--- src/rtl/gcd_sched_pkg.sv ---
// Shared types for the GCD job scheduler: FSM states, response record and
// the default watchdog limit.
package gcd_sched_pkg;

  typedef enum logic [1:0] {
    ST_IDLE = 2'd0,
    ST_RUN  = 2'd1,
    ST_RESP = 2'd2
  } gcd_sched_state_e;

  localparam int GCD_DEF_TIMEOUT = 1024;

  // Response fields are sized for the widest supported instance
  // (up to 256 requesters, 64-bit operands); unused upper bits stay zero.
  localparam int GCD_RSP_ID_MAX_W   = 8;
  localparam int GCD_RSP_DATA_MAX_W = 64;

  typedef struct packed {
    logic [GCD_RSP_ID_MAX_W-1:0]   id;
    logic [GCD_RSP_DATA_MAX_W-1:0] result;
    logic                          error;
  } gcd_rsp_t;

endpackage

--- src/rtl/gcd_rr_arbiter.sv ---
// Combinational rotating-priority picker: first set request at or above the
// pointer, wrapping around, as a one-hot grant plus its index.
module gcd_rr_arbiter #(
  parameter  int NUM_REQ = 4,
  localparam int ID_W    = $clog2(NUM_REQ)
) (
  input  logic [NUM_REQ-1:0] req_i,
  input  logic [ID_W-1:0]    ptr_i,
  output logic [NUM_REQ-1:0] gnt_o,
  output logic [ID_W-1:0]    gnt_idx_o
);

  // Scan from the lowest priority to the highest so the nearest request
  // to the pointer is the one left standing.
  always_comb begin
    gnt_o     = '0;
    gnt_idx_o = '0;
    for (int k = NUM_REQ - 1; k >= 0; k--) begin : g_scan
      int idx;
      idx = int'(ptr_i) + k;
      if (idx >= NUM_REQ) idx = idx - NUM_REQ;
      if (req_i[idx[ID_W-1:0]]) begin
        gnt_o                   = '0;
        gnt_o[idx[ID_W-1:0]]    = 1'b1;
        gnt_idx_o               = idx[ID_W-1:0];
      end
    end
  end

endmodule

--- src/rtl/gcd_scheduler.sv ---
// Shares one iterative GCD engine among NUM_REQ requesters: round-robin
// accept, zero-operand bypass, watchdog abort, tagged single response port.
module gcd_scheduler
  import gcd_sched_pkg::*;
#(
  parameter  int NUM_REQ        = 4,
  parameter  int DATA_WIDTH     = 8,
  parameter  int TIMEOUT_CYCLES = GCD_DEF_TIMEOUT,
  localparam int ID_W           = $clog2(NUM_REQ)
) (
  input  logic                          clk_i,
  input  logic                          nreset_i,
  input  logic [NUM_REQ-1:0]            req_valid_i,
  output logic [NUM_REQ-1:0]            req_ready_o,
  input  logic [NUM_REQ*DATA_WIDTH-1:0] req_a_i,
  input  logic [NUM_REQ*DATA_WIDTH-1:0] req_b_i,
  output logic                          rsp_valid_o,
  input  logic                          rsp_ready_i,
  output logic [ID_W-1:0]               rsp_id_o,
  output logic [DATA_WIDTH-1:0]         rsp_result_o,
  output logic                          rsp_error_o,
  output logic                          eng_enable_o,
  output logic [DATA_WIDTH-1:0]         eng_a_o,
  output logic [DATA_WIDTH-1:0]         eng_b_o,
  input  logic                          eng_done_i,
  input  logic [DATA_WIDTH-1:0]         eng_result_i,
  output logic                          busy_o
);

  localparam int WD_W = $clog2(TIMEOUT_CYCLES);
  localparam logic [WD_W-1:0] WD_LAST = WD_W'(TIMEOUT_CYCLES - 1);

  gcd_sched_state_e        state_q, state_d;
  logic [ID_W-1:0]         ptr_q, ptr_d;
  logic [DATA_WIDTH-1:0]   a_q, a_d, b_q, b_d;
  logic [WD_W-1:0]         wdog_q, wdog_d;
  gcd_rsp_t                rsp_q, rsp_d;

  logic [NUM_REQ-1:0]      gnt;
  logic [ID_W-1:0]         gnt_idx;
  logic [DATA_WIDTH-1:0]   sel_a, sel_b;
  logic [ID_W-1:0]         cur_id;

  gcd_rr_arbiter #(.NUM_REQ(NUM_REQ)) u_arb (
    .req_i     (req_valid_i),
    .ptr_i     (ptr_q),
    .gnt_o     (gnt),
    .gnt_idx_o (gnt_idx)
  );

  assign sel_a  = req_a_i[gnt_idx*DATA_WIDTH +: DATA_WIDTH];
  assign sel_b  = req_b_i[gnt_idx*DATA_WIDTH +: DATA_WIDTH];
  assign cur_id = rsp_q.id[ID_W-1:0];

  always_comb begin
    state_d     = state_q;
    ptr_d       = ptr_q;
    a_d         = a_q;
    b_d         = b_q;
    wdog_d      = wdog_q;
    rsp_d       = rsp_q;
    req_ready_o = '0;
    case (state_q)
      ST_IDLE: begin
        req_ready_o = gnt;
        if (|req_valid_i) begin
          a_d                            = sel_a;
          b_d                            = sel_b;
          rsp_d.id                       = '0;
          rsp_d.id[ID_W-1:0]             = gnt_idx;
          rsp_d.error                    = 1'b0;
          if (sel_a == '0 || sel_b == '0) begin
            // gcd(x,0) = x and gcd(0,0) = 0, so no engine pass is needed.
            rsp_d.result                 = '0;
            rsp_d.result[DATA_WIDTH-1:0] = sel_a | sel_b;
            state_d                      = ST_RESP;
          end else begin
            wdog_d  = '0;
            state_d = ST_RUN;
          end
        end
      end
      ST_RUN: begin
        if (eng_done_i) begin
          rsp_d.result                 = '0;
          rsp_d.result[DATA_WIDTH-1:0] = eng_result_i;
          rsp_d.error                  = 1'b0;
          state_d                      = ST_RESP;
        end else if (wdog_q == WD_LAST) begin
          rsp_d.result = '0;
          rsp_d.error  = 1'b1;
          state_d      = ST_RESP;
        end else begin
          wdog_d = wdog_q + WD_W'(1);
        end
      end
      ST_RESP: begin
        if (rsp_ready_i) begin
          ptr_d   = (cur_id == ID_W'(NUM_REQ - 1)) ? '0 : cur_id + ID_W'(1);
          state_d = ST_IDLE;
        end
      end
      default: state_d = ST_IDLE;
    endcase
  end

  always_ff @(posedge clk_i or negedge nreset_i) begin
    if (!nreset_i) begin
      state_q <= ST_IDLE;
      ptr_q   <= '0;
      a_q     <= '0;
      b_q     <= '0;
      wdog_q  <= '0;
      rsp_q   <= '0;
    end else begin
      state_q <= state_d;
      ptr_q   <= ptr_d;
      a_q     <= a_d;
      b_q     <= b_d;
      wdog_q  <= wdog_d;
      rsp_q   <= rsp_d;
    end
  end

  assign rsp_valid_o  = (state_q == ST_RESP);
  assign rsp_id_o     = cur_id;
  assign rsp_result_o = rsp_q.result[DATA_WIDTH-1:0];
  assign rsp_error_o  = rsp_q.error;
  assign eng_enable_o = (state_q == ST_RUN);
  assign eng_a_o      = a_q;
  assign eng_b_o      = b_q;
  assign busy_o       = (state_q != ST_IDLE);

  // Upper response bits beyond this instance's widths are constant zero.
  logic unused_rsp_hi;
  assign unused_rsp_hi = &{1'b0, rsp_q};

endmodule

--- config.mk ---
export PLATFORM = sky130hd
export DESIGN_NAME = gcd_scheduler
export DESIGN_NICKNAME = d
export VERILOG_FILES = /design/src/rtl/gcd_sched_pkg.sv /design/src/rtl/gcd_rr_arbiter.sv /design/src/rtl/gcd_scheduler.sv
export SDC_FILE = /design/constraint.sdc
export NUM_CORES = 1
export LEC_CHECK = 0
export ABC_AREA = 1
export CAP_MARGIN = 20
export CORE_UTILIZATION = 45
export DETAILED_ROUTE_END_ITERATION = 10
export PLACE_DENSITY = 0.81
export SLEW_MARGIN = 20
export SYNTH_ARGS = -nofsm -noshare
export SYNTH_HDL_FRONTEND = slang
export SYNTH_SLANG_ARGS = --single-unit
--- constraint.sdc ---
create_clock -name clk_i -period 3.5 [get_ports clk_i]
set_clock_uncertainty 0.15 [all_clocks]
set_input_delay 0.7 -clock clk_i [delete_from_list [all_inputs] [get_ports clk_i]]
set_output_delay 0.7 -clock clk_i [all_outputs]
set_load 0.05 [all_outputs]
layer_met1.png
Bar = 20 um. Supply wires on this layer in grey.
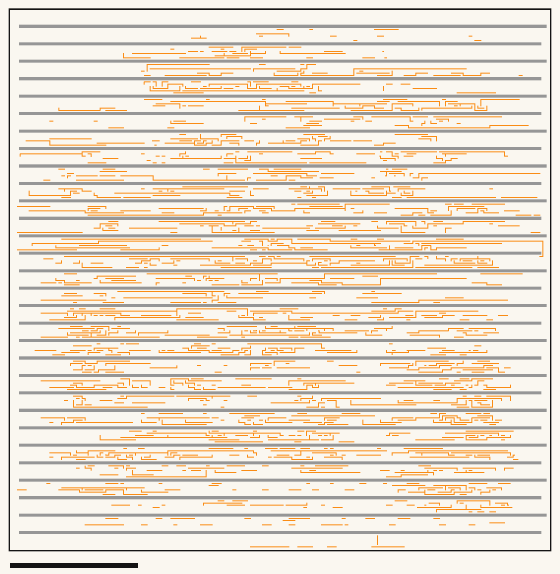
main direction = horizontal
longest straight run = 28.1 um

layer_met2.png
Bar = 20 um.
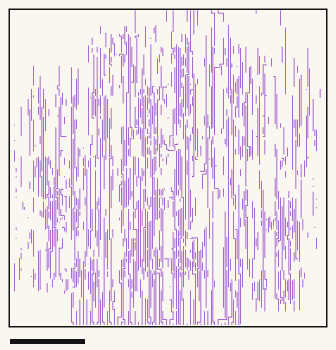
nets with wire on the layer = 519
share of all routed wire = 52%
longest straight run = 45.2 um
wire length on this layer = 4,840 um
main direction = vertical

==> flow_metrics.tcl <==
# flow metrics
set metrics [dict create \
    hp-start "rsp_result_o[7]" \
    ios 114 \
    grt_pass1_wl_mm 15.3 \
    failed_checks "design-rule violations" \
    dr.pass1.iters 8 \
    fin_tns_setup_ns 0 \
    hp-class "flop to flop" \
    final_util 0.681 \
    adder_share 0.0412 \
    num_rows 29 \
    status "complete, but fails checks" \
    synth.net_count 529 \
    areaGrowthSynthToFinish_pct 44.1 \
    warnings 33 \
    routedWlPerCell_um 15.0 \
    xor_area_frac 0.0202 \
    worst_slack_ns 0.197 \
    drive_gt1_frac 0.0989 \
    maxCapViolCount 0 \
    grt.total_usage 0.273 \
    nets 636 \
    largest_cell_class "multi-input combinational cells" \
    comb_share 0.413 \
    diodes 0 \
    synth_cell_types 33 \
    drc 10 \
    ys_area_sq_um 3040 \
    cts_buffers 5 \
    finalClockPeriodUsage 0.944 \
    drt_wl_total_mm 9.37 \
    rsz0062_at_grt "no" \
    cts_root_buffer "clkbuf_8" \
    worstMarginPinSlew_ns 0.904 \
]
[flip-flops by register name, summed over array words and instances (netlist names)]
register	cells
eng_b_o	8
rsp_id_o	2
wdog_q	10
state_q	2
rsp_result_o	8
eng_a_o	8
ptr_q	2
rsp_error_o	1
[cell usage in the layout (no fill, tap or decap), types with 3 or more instances in the layout]
cell type        count
nor3_1               3
a211oi_2             3
a22o_1               8
clkbuf_8             5
nand3_2              7
nor2_1              23
buf_12               5
dfrtp_1             41
buf_4                7
nand2_2             11
nand3_1             87
nand2_1            149
ha_1                10
o211ai_1             4
xnor2_1              4
clkdlybuf4s50_1    108
a21oi_1              6
xor2_1               3
o21ai_0             17
inv_1               20
nand2_4              4
inv_2                3
[synthesized netlist by cell type, drive strengths merged]
cell      n  area [sq um]
nand3    94           505
a221o     2          20.0
o22a      1          8.76
o211ai    4          30.0
inv      25          98.8
a31oi     1          6.26
ha       10           125
o31ai     1          7.51
nor4      2          12.5
xnor2     4          35.0
nand3b    1          7.51
nor2     24          92.6
clkinv    1          3.75
xor2      3          26.3
buf      15          97.6
a22o      8          70.1
nor3      3          15.0
dfrtp    41          1030
o21ai    17          85.1
nand2   164           671
a211oi    3          22.5
a21oi     7          35.0
or2       2          12.5
clkbuf    6          22.5
[critical path, stage by stage]
cell and delay (ns):
clkdlybuf4s50_1 0.47, inv_1 0.06, nand2_1 0.10, nand3_2 0.10
nand2_2 0.10, inv_2 0.07, nand2_2 0.06, inv_1 0.08
a221o_1 0.29, a21oi_1 0.16, a211oi_2 0.05, buf_4 0.20
[layer usage]
layer  global-route usage  vias up
li1                     -     1668
met3               0.0531       19
met1                0.332     1599
met5                    0        -
met4               0.0909        0
met2                0.484      146
